Fig. 1: run 1, signal wires by layer
Bar = 20 um.
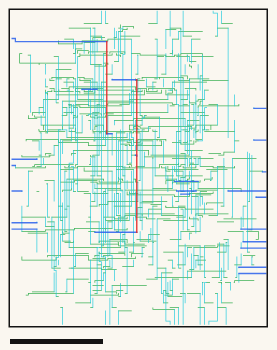
Fig. 2: run 1, zoomed window
Bar = 5 um. Window x 17 to 37, y 37 to 57 um. Cells in gray, sequential cells in the stronger gray; small squares are vias.
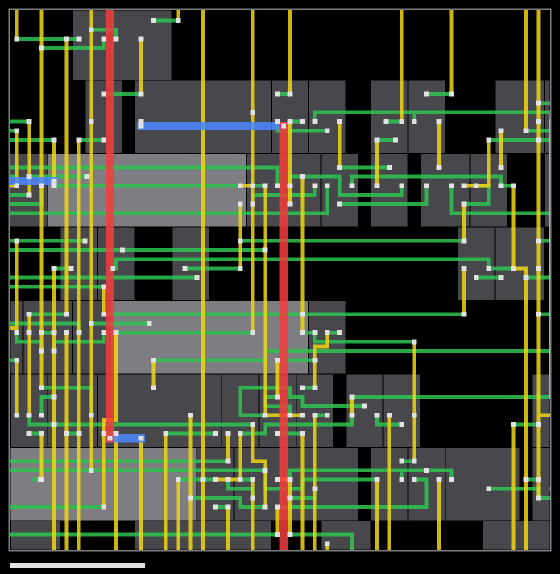
Fig. 3: run 1, routing congestion map
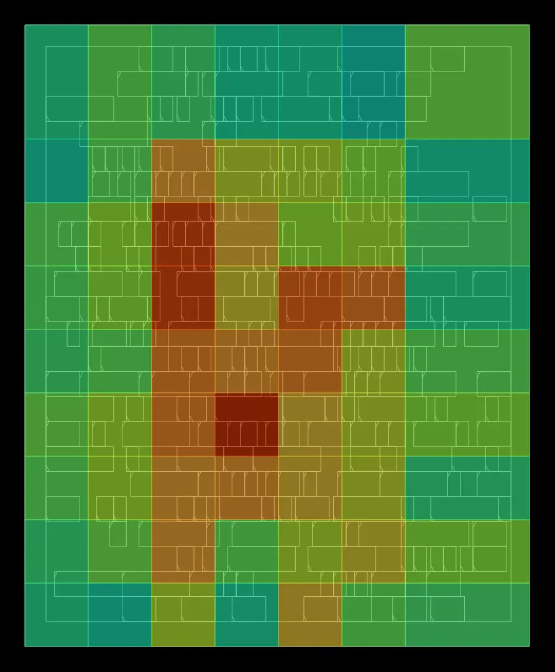
Fig. 4: run 1, logic cells by family
Bar = 20 um.
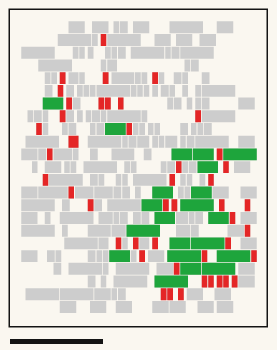
Design tally_2d_ctrl_flat, sky130hd; sources not shown.
==> flow_summary.ini, run 1 <==
; implementation run metrics
[status]
status = finished clean

[timing]
hold_viol_final = 0
min_period_ns = 5.05
whs_ns = 0.253
drv_slew = 0
fmax_mhz = 198
setup_violations = 0
fin_setup_tns_ns = 0
rsz0062_at_grt = false
fin_crit_sh = 0.954
slew_headroom = 0.738
max_slew.worst_pin.slew_ns = 0.392

[global_route]
grt_pass1_wl_um = 5680
grt_start_max_net_pins = 20
grt.overflow.total = 0
grt_pass1_vias = 1359
antenna_found_initial = 0

[power]
p_seq_frac = 0.294
peakVddDrop_v = 0.000313
top_power_group = combinational logic
power.switching_mw = 0.307
intPower_mw = 0.464
cellLeakagePower_nw = 0.961
pg_seq_mw = 0.227
netSwitchingFraction = 0.399
p_per_area_nw_per_um2 = 370
total_power_mw = 0.771
p_comb_frac = 0.557
p_clk_frac = 0.149
pg_comb_mw = 0.430

[die]
die_y_um = 67.6
die_w_um = 54.9
io_pins = 35
rows = 23
core_area_um2 = 3170
core_util_floorplan = 0.522
dieArea_um2 = 3710

[clocking]
cts_inserted_buffers = 3
cts_resized = 0
cts_root_buffer = clkbuf_8
cts_tree = built
clkTransAtPathRegs_ns = 0.09
holdBufCountCts = 0

[setup_path]
cp-start-kind = input port
r2r_slack_ns = 3.27
crit_arrival_ns = 5.03
crit_fanout = 3
critPathSlowestCell = fa_1
crit_type = input port to register
r2r_cells = 9
cp_common_cell = fa_1
slowest_delay_ns = 0.53
cp_cell_sequence = clkdlybuf4s50_1 > inv_1 > fa_1 > fa_1 > fa_1 > fa_1 > inv_1 > ha_1 > fa_1 > inv_1 > fa_1 > o21ai_0 > nand2_2 > nor2_4 > nand3_1 > nand2_1 > nor2_1
required_ns = 5.27
endpoint_kind = register

[synthesis]
syn_inst = 225
top_area_frac = 0.303
synth_warnings = 0
synthXorXnorAreaFrac = 0.0159
edf_count = 0
adder_share = 0.195
ys_sh_aoi = 0.0735
synth_flops = 25
post_synth.cell_area_avg_um2 = 7.34
yosys.cell_types.count = 25
topCombFamilyByArea = simple AND/OR/NAND/NOR gates
async_reset_ff_frac = 0
synth_top_cell_by_count = nand2_1
synth_nets = 262
synth_seq_share = 0.303
ff_type = dfxtp_1
top_cells_by_area = dfxtp_1 30%, nand2_1 12%, ha_1 9.8%
ys_sh_mux = 0
ys_sh_simple = 0.295
common_cells = 53 x nand2_1, 41 x inv_1, 25 x dfxtp_1, 25 x nor2_1, 21 x a21oi_1

[place]
place_ws_ns = -0.00871
placed_area_um2 = 2040
dpl.cell_count = 296
portBuffers = 34

[layout]
fin_area_um2 = 2090
diodes = 0
layout-drive-gt1-share = 0.0722
nFillCells = 278
fin_nets = 301
syn_to_final_growth_pct = 26.3
final_layout_top_logic_cells = 53 x nand2_1, 41 x inv_1, 34 x clkdlybuf4s50_1, 25 x nor2_1, 25 x dfxtp_1
largest_reg_flops = 8

[detailed_routing]
vias_per_cell = 4.87
first_iter_violations = 34
drtPass1Iterations = 4
ant_nets = 0

[run]
max_cap_viol_count = 0
warnings = 26

[hold_path]
worstHoldPathType = register to register
About Fig. 1:
legend:
  metal 4:
    color: red
    wire_length: 52.4 um
  metal 1:
    color: green
    wire_length: 1450 um
  metal 2:
    color: cyan
    wire_length: 1700 um
  metal 3:
    color: blue
    wire_length: 112 um
Vias: 1460
WL final: 3310 um
routed len/inst: 11.0 um
GRT Util Overall: 0.216

About Fig. 2:
legend:
  metal 3:
    color: blue
  metal 1:
    color: green
  metal 2:
    color: yellow
  metal 4:
    color: red
cells with their middle in the window: 41
most frequent: nand2_1 (12), nor2_1 (9), nand3_1 (5)
sequential cells in the window: 3

About Fig. 3:
met1 global-route usage: 0.243
final core occ: 0.659

About Fig. 4:
legend:
  adder and majority cells:
    color: green
    cells: 21
  inverters:
    color: red
    cells: 45
Non-Filler Instances: 300
dominant logic cell type in the layout: nand2_1
Comb/total area: 0.460

-- run 1: critical path, delay by kind of cell --
family | cells | cell delay, ns
buffers and inverters | 4 | 0.65
AND-OR/OR-AND | 1 | 0.33
adder cells (fa/ha/maj) | 7 | 3.13
AND/OR/NAND/NOR | 5 | 0.40
-- run 1: cell type report --
cell class,count,area (um^2),share of cell area
Clock buffer,3,41.3,0.0198
Clock inverter,1,5.00,0.00240
Inverter,45,171,0.0822
Multi-Input combinational cell,152,958,0.460
Sequential cell,25,500,0.240
Tap cell,37,46.3,0.0222
Timing Repair Buffer,37,363,0.174
-- run 1: per-layer routing --
metal	vias up	track usage	wire (um)
li1	763	-	-
met1	665	0.243	1450
met2	27	0.382	1700
met3	5	0.0265	112
met4	0	0.0732	52
met5	-	-	0
Fig. 5: run 1, sequential cells colored by netlist name
Bar = 20 um. Other sequential cells in the stronger gray, the rest of the logic in the fainter gray.
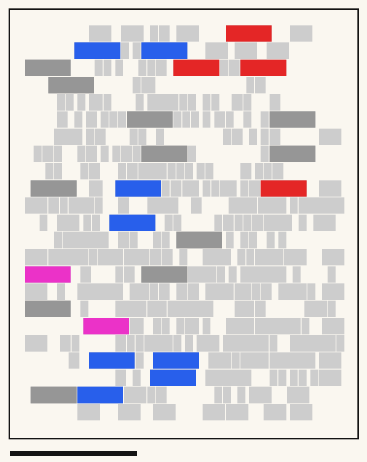

==> run 1 -> run 2 <==
Settings changed: CORE_UTILIZATION 51 to 30, CTS_CLUSTER_DIAMETER set to 40, PLACE_DENSITY 0.77 to 0.49.
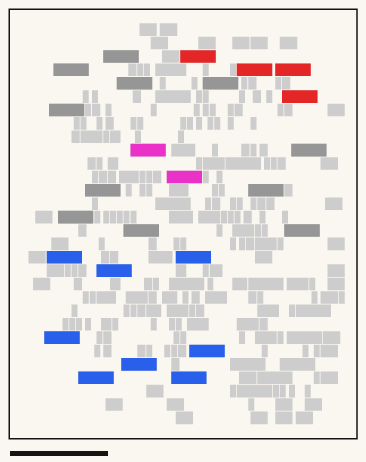
Fig. 6. Sequential cells colored by netlist name (run 2).
Bar = 20 um. Other sequential cells in the stronger gray, the rest of the logic in the fainter gray.
legend:
  `u_core.state`:
    color: magenta
    placed_flops: 2
  `u_core.bus.MAX_ROW`:
    color: red
    placed_flops: 4
    where: north-east
  `u_core.bus.TOTAL`:
    color: blue
    placed_flops: 8
not colored: 11
flop share of the area: 0.236
final core occ: 0.396
P_seq: 0.226 mW
Sequential Area: 500 um^2

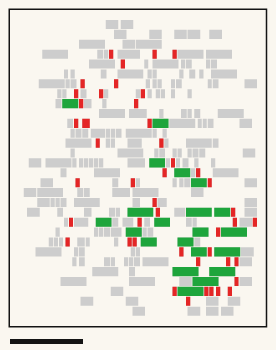
Fig. 7. Logic cells by family (run 2).
Bar = 20 um.
legend:
  adder and majority cells:
    color: green
    cells: 21
  inverters:
    color: red
    cells: 45
Comb/total area: 0.451
Non-Filler Instances: 326

==> flow_summary.ini, run 2 <==
; implementation run metrics
[global_route]
grt_usage = 0.130
grt.overflow.total = 0
grt-busiest-layer = met2
grt_start_max_net_pins = 20
antenna_found_initial = 0
grt_pass1_vias = 1421
use_met1 = 0.172
grt_util_met3 = 0.0139
grt_pass1_wl_um = 6320

[synthesis]
top_cells_by_area = dfxtp_1 30%, nand2_1 12%, ha_1 9.8%
post_synth.cell_area_avg_um2 = 7.34
synth_chip_area_um2 = 1650
adder_share = 0.195
ys_sh_simple = 0.295
top_area_frac = 0.303
synth_warnings = 0
synth_top_cell_by_count = nand2_1
syn_inst = 225
async_reset_ff_frac = 0
ff_type = dfxtp_1
ys_sh_aoi = 0.0735
synth_flops = 25
ys_sh_mux = 0
synth_nets = 262
edf_count = 0
synthXorXnorAreaFrac = 0.0159
common_cells = 53 x nand2_1, 41 x inv_1, 25 x dfxtp_1, 25 x nor2_1, 21 x a21oi_1
yosys.area.top_type = dfxtp_1
synth_seq_share = 0.303
yosys.cell_types.count = 25

[die]
dieArea_um2 = 6120
rows = 30
core_util_floorplan = 0.308
io_pins = 35
die_w_um = 70.4
core_area_um2 = 5370
die_y_um = 87.0
tap_cells = 64

[layout]
syn_to_final_growth_pct = 28.6
lay_top_count = nand2_1
inv_count = 45
layout-drive-gt1-share = 0.0687
largest_reg_flops = 8
fin_area_um2 = 2120
buf_share = 0.173
logic_area_um2 = 958
final_layout_top_logic_cells = 53 x nand2_1, 41 x inv_1, 34 x clkdlybuf4s50_1, 25 x nor2_1, 25 x dfxtp_1
num-nonclk-buffers = 36
diodes = 0
flops = 25
clkCellAreaFrac = 0.0218
largest_class = combinational gates
clock_buffers = 3
fin_nets = 300
nFillCells = 585
comb_cells = 152

[detailed_routing]
first_iter_violations = 49
route.met2.wl_um = 1620
vias = 1451
drt-met1-wl_um = 1660
vias_per_cell = 4.45
top_layer = met4
drtPass1Iterations = 4
wl_per_cell_um = 10.6
ant_nets = 0
wl_met3_um = 115
wirelength_um = 3450

[setup_path]
endpoint_kind = register
cp-start-kind = input port
r2r_slack_ns = 3.31
crit_type = input port to register
critPathSlowestCell = fa_1
crit_fanout = 3
cp_cell_sequence = clkdlybuf4s50_1 > inv_1 > fa_1 > fa_1 > fa_1 > fa_1 > inv_1 > ha_1 > fa_1 > inv_1 > fa_1 > o21ai_0 > nand2_2 > nor2_4 > nand3_1 > nand2_1 > nor2_1
required_ns = 5.27
cp_top_family = adder cells
slowest_delay_ns = 0.53
critical_path_depth = 17
r2r_cells = 9
crit_arrival_ns = 4.95
critPathBufInv = 4
cp_common_cell = fa_1

[clocking]
cts_resized = 0
holdBufCountCts = 0
cts_tree = built
clkTransAtPathRegs_ns = 0.09
cts_sinks = 25
cts_root_buffer = clkbuf_8

[power]
p_clk_mw = 0.119
p_per_area_nw_per_um2 = 367
p_clk_frac = 0.153
total_power_mw = 0.779
intPower_mw = 0.467
netSwitchingFraction = 0.400
peakVddDrop_v = 0.000108
cellLeakagePower_nw = 0.962
top_power_group = combinational logic
p_comb_frac = 0.556
power.switching_mw = 0.312
pg_comb_mw = 0.433

[timing]
rsz0062_at_grt = false
min_period_ns = 4.97
fmax_mhz = 201
hold_viol_final = 0
max_slew.worst_pin.slew_ns = 0.423
fin_crit_sh = 0.940
drv_slew = 0
setup_violations = 0
slew_headroom = 0.717
fin_setup_tns_ns = 0

[status]
status = finished clean

[run]
max_cap_viol_count = 0
warnings = 26

[hold_path]
worstHoldPathType = register to register

[place]
placed_area_um2 = 2080
portBuffers = 34
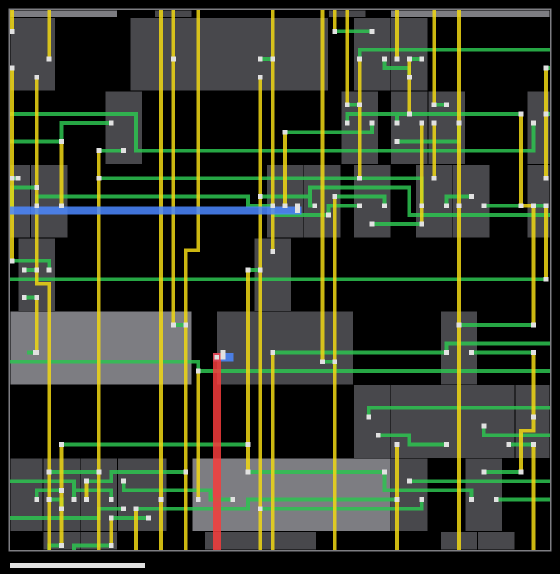
Fig. 8. Zoomed window (run 2).
Bar = 5 um. Window x 25 to 45, y 51 to 71 um. Cells in gray, sequential cells in the stronger gray; small squares are vias.
legend:
  metal 4:
    color: red
  metal 2:
    color: yellow
  metal 1:
    color: green
  metal 3:
    color: blue
cells with their middle in the window: 30
sequential cells in the window: 2
most frequent: nand2_1 (11), nor2_1 (7), inv_1 (3)

run 2: worst reg2reg max path, cell delays in order, from the launching register on:
cell and delay [ns]:
dfxtp_1 0.38, ha_1 0.18, inv_1 0.05, fa_1 0.39, o21ai_0 0.30, nand2_2 0.10, nor2_4 0.11, nand3_1 0.07
nand2_1 0.06, nor2_1 0.04
run 2: stage by stage:
stage	hold slack, ns	setup slack (ns)	cells	utilization
6_report	0.256	0.318	326	0.396
5_1_grt	0.293	0.0666	326	0.396
4_1_cts	0.265	0.293	326	0.396
3_5_place_dp	0.250	0.0134	322	0.387
3_3_place_gp	0.250	0.0289	322	0.387
2_1_floorplan	0.242	0.677	225	-
Power figures rest on the tool's default switching activity, not on a simulated workload.
